==> config.mk <==
export PLATFORM = sky130hd
export DESIGN_NAME = dsi_lane_scheduler
export DESIGN_NICKNAME = d
export VERILOG_FILES = /design/src/rtl/dsi_lane_scheduler.sv
export SDC_FILE = /design/constraint.sdc
export NUM_CORES = 1
export LEC_CHECK = 0
export ABC_AREA = 1
export CAP_MARGIN = 20
export CORE_ASPECT_RATIO = 1.1
export CORE_MARGIN = 4
export CORE_UTILIZATION = 30
export DETAILED_ROUTE_END_ITERATION = 6
export HOLD_SLACK_MARGIN = 0.1
export PLACE_DENSITY = 0.59
export RECOVER_POWER = 100
export SETUP_SLACK_MARGIN = 0.5
export SYNTH_ARGS = -nofsm -noshare
export SYNTH_HDL_FRONTEND = slang
export SYNTH_SLANG_ARGS = --single-unit
==> constraint.sdc <==
create_clock -name clk_base -period 1.76 [get_ports clk_base]
set_input_delay 0.352 -clock clk_base [delete_from_list [all_inputs] [get_ports clk_base]]
set_output_delay 0.352 -clock clk_base [all_outputs]
set_load 0.05 [all_outputs]
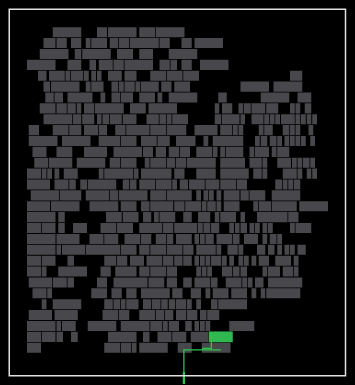
Fig. 1. Nets reached from selected ports (run 1).
Drawn at 4 px/um.
Key: green = lane_dummy_frame [bits 1, direction output, edge bottom, end cells 1, wire 21.2 um]
port bufs: 52
io pins: 53

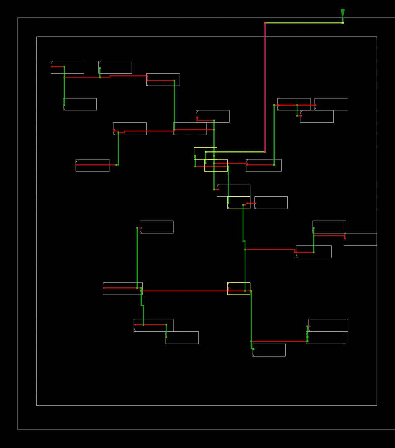
Fig. 2. Clock nets (run 1).
flop count: 24
worst skew pair latency: 0.27 ns
Clock Sinks: 24
CTS buffer count: 3
Clock buffer cells: 4

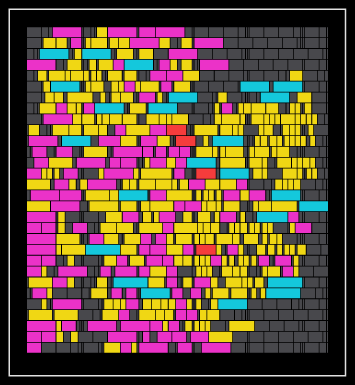
Fig. 3. Placed cells, one color a class (run 1).
Drawn at 4 px/um. Fill, decap, tap and diode cells in gray.
Key: magenta = remaining buffers and delay cells [cells 121, share of their area 35%]; cyan = registers [cells 24, share of their area 12%]; red = clock drivers and dummy loads [cells 4, share of their area 1.4%]; yellow = remaining logic cells [cells 297, share of their area 51%]
final instance area: 4120 um^2
Core Area: 6160 um^2
Seq/total area: 12.1%

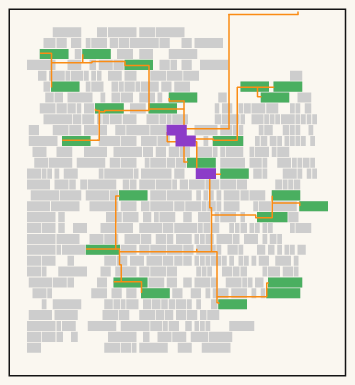
Fig. 4. Clock network drawn from the DEF (run 1).
Drawn at 4 px/um.
Key: orange = clock wires [length 376 um]; green = flip-flops [count 24]; purple = clock-net drivers [count 3]
There are 4 routed clock nets.
Setup Skew: 0.00315 ns
clk pwr: 0.000390 W
clock share of power: 9.2%

==> changes_impl.md, run 1 <==
### Implementation results

- Final WS setup: -0.283 ns
- NonClk Buf Share: 34.2%
- Met2 GRT Util: 29.6%
- Ant. Diodes: 0
- Comb pwr share: 72.4%
- Worst path depth: 8
- Non-Filler Instances: 526
- Vias in the first global route: 2,422
- Synth Instances: 329
- TNS Setup: -3.61 ns
- Class of the worst hold path: in2reg
- Reg2Reg Depth: 14
- Nonclk inv count: 48
- Reg area: 498 um^2
- Switch share: 49.1%
- Initial drt markers: 79
- Status: finished with violations
- Bufs w/o clock: 121
- Req. time, crit path: 1.41 ns
- Flop2flop setup slack: 0 ns
- Placed cells: 488
- Most Used Layer, Global Route: met2
- Ys flops: 24
- FILL cells: 489
- Final nets: 477
- Yosys stat area: 1890 um^2
- Top cells by count: 86 x nand2_1, 47 x nor2_1, 46 x inv_1
- Number of vias per cell: 4.84
- H-tree Lvls: 1
- Distinct lib cells: 29
- Worst relative slew slack: 70.8%
- Die area: 7630 um^2
- CTS resizes: 88
- GRT overflow: 0
- # Cells Yosys: 329
- # Taps: 80
- Longest Clk Path Bufs: 2
- Count of yosys warnings during synthesis: 0
- DR pass1 iterations: 4
- Share of cells above drive strength 1: 52.7%
- Final setup fails: 16
- Layout clock area frac: 1.33%
- CP top delay family: simple AND/OR/NAND/NOR gates
- Vias after detailed routing: 2,547
- Tcrit/Tclk final: 116%
- Post-DP HPWL: 4640 um
- Final routed DRC violation total: 0
- Cell area after synthesis: 1890 um^2
- Synth top area cells: dfxtp_1 25%, nand2_1 17%, nand3_1 11%
- Antenna-violating nets left: 0
- Seq power: 0.000778 W
- Met2 WL: 3780 um
- Most used cell, CP: nand2_4
- Row Count: 30
- Core Util, Final: 67.0%
- Met3 wire len: 397 um
- Logic power comb: 0.00307 W
- Crit-path max FO: 8
- First-pass GRT wire length: 11,000 um
- EDFF count, synth: 0
- CP endpoint kind: output pin
- Post-CTS Hold Buffers: 0
- Area of the multi-input gates: 1820 um^2
- Net Sw Power: 0.00208 W
- Pwr Total: 0.00424 W
- WL per Instance: 13.4 um
- Top sig layer: met4
- Int Power: 0.00216 W
- Hold path depth: 4
- Synth Seq Share: 25.4%
- Antenna violations before repair: 0
- Failing checks: negative setup slack
- Clock-pin slew on the worst setup and hold paths: 0.09 ns
- CTS tree: built
- Post-synth top flop: dfxtp_1
- Top power group: combinational cells
- Worst path cell trace: inv_4, nand3_2, nand2_4, nand2_4, nor2_4, nand2_8, a21oi_4, buf_12
- Top cell category: multi-input combinational cells
- Crit path buffers/inverters: 2
==> run 1 -> run 2 <==
Settings changed: ABC_CLOCK_PERIOD_IN_PS set to 1760.
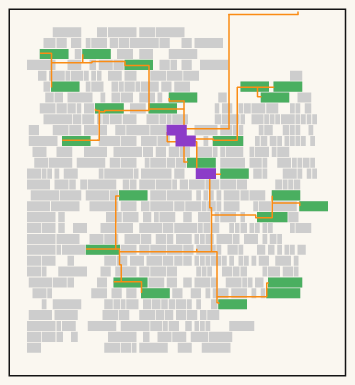
Fig. 5. Clock network drawn from the DEF (run 2).
Drawn at 4 px/um.
Key: purple = clock-net drivers [count 3]; orange = clock wires [length 376 um]; green = flip-flops [count 24]
There are 4 routed clock nets.

==> run 2 against run 1 <==
Against the previous run: the run still ends with negative setup slack left; total power is the same; synthesized area stayed put; sequential cell count did not move; sequential power is essentially flat; critical path depth is the same; wire length stayed put; first-iteration DRC count unchanged; clock power hardly changed; combinational power hardly changed; global-route usage unchanged; critical path type unchanged.
==> changes_impl.md, run 2 <==
### Implementation results

- Final setup fails: 16 (unchanged)
- DR pass1 iterations: 4 (unchanged)
- Seq/total area: 12.1% (unchanged)
- # Taps: 80 (unchanged)
- Met2 GRT Util: 29.6% (unchanged)
- H-tree Lvls: 1 (unchanged)
- Flop count: 24 (unchanged)
- Cell area after synthesis: 1890 um^2 (unchanged)
- Worst path cell trace: inv_4, nand3_2, nand2_4, nand2_4, nor2_4, nand2_8, a21oi_4, buf_12
- Failing checks: negative setup slack
- Flop2flop setup slack: 0 ns (unchanged)
- First-pass GRT wire length: 11,000 um (unchanged)
- Antenna violations before repair: 0 (unchanged)
- Row Count: 30 (unchanged)
- Final nets: 477 (unchanged)
- Placed cells: 488 (unchanged)
- Core Util, Final: 67.0% (unchanged)
- FILL cells: 489 (unchanged)
- Antenna-violating nets left: 0 (unchanged)
- Post-CTS Hold Buffers: 0 (unchanged)
- CTS tree: built
- Final WS setup: -0.283 ns (unchanged)
- Crit-path max FO: 8 (unchanged)
- Reg area: 498 um^2 (unchanged)
- Count of yosys warnings during synthesis: 0 (unchanged)
- Share of cells above drive strength 1: 52.7% (unchanged)
- Io pins: 53 (unchanged)
- Post-synth top flop: dfxtp_1
- Yosys stat area: 1890 um^2 (unchanged)
- Final instance area: 4120 um^2 (unchanged)
- Distinct lib cells: 29 (unchanged)
- Worst relative slew slack: 70.8% (unchanged)
- Ant. Diodes: 0 (unchanged)
- Hold path depth: 4 (unchanged)
- Logic power comb: 0.00307 W (about the same)
- CP top delay family: simple AND/OR/NAND/NOR gates
- Top sig layer: met4
- EDFF count, synth: 0 (unchanged)
- Non-Filler Instances: 526 (unchanged)
- Clk pwr: 0.000390 W (about the same)
- Clock buffer cells: 4 (unchanged)
- Net Sw Power: 0.00208 W (unchanged)
- Status: finished with violations
- CTS resizes: 88 (unchanged)
- Class of the worst hold path: in2reg
- Final routed DRC violation total: 0 (unchanged)
- Clock share of power: 9.2% (about the same)
- Layout clock area frac: 1.33% (unchanged)
- WL per Instance: 13.4 um (unchanged)
- Most used cell, CP: nand2_4
- Synth Seq Share: 25.4% (unchanged)
Power is estimated from default activity; no workload was simulated.
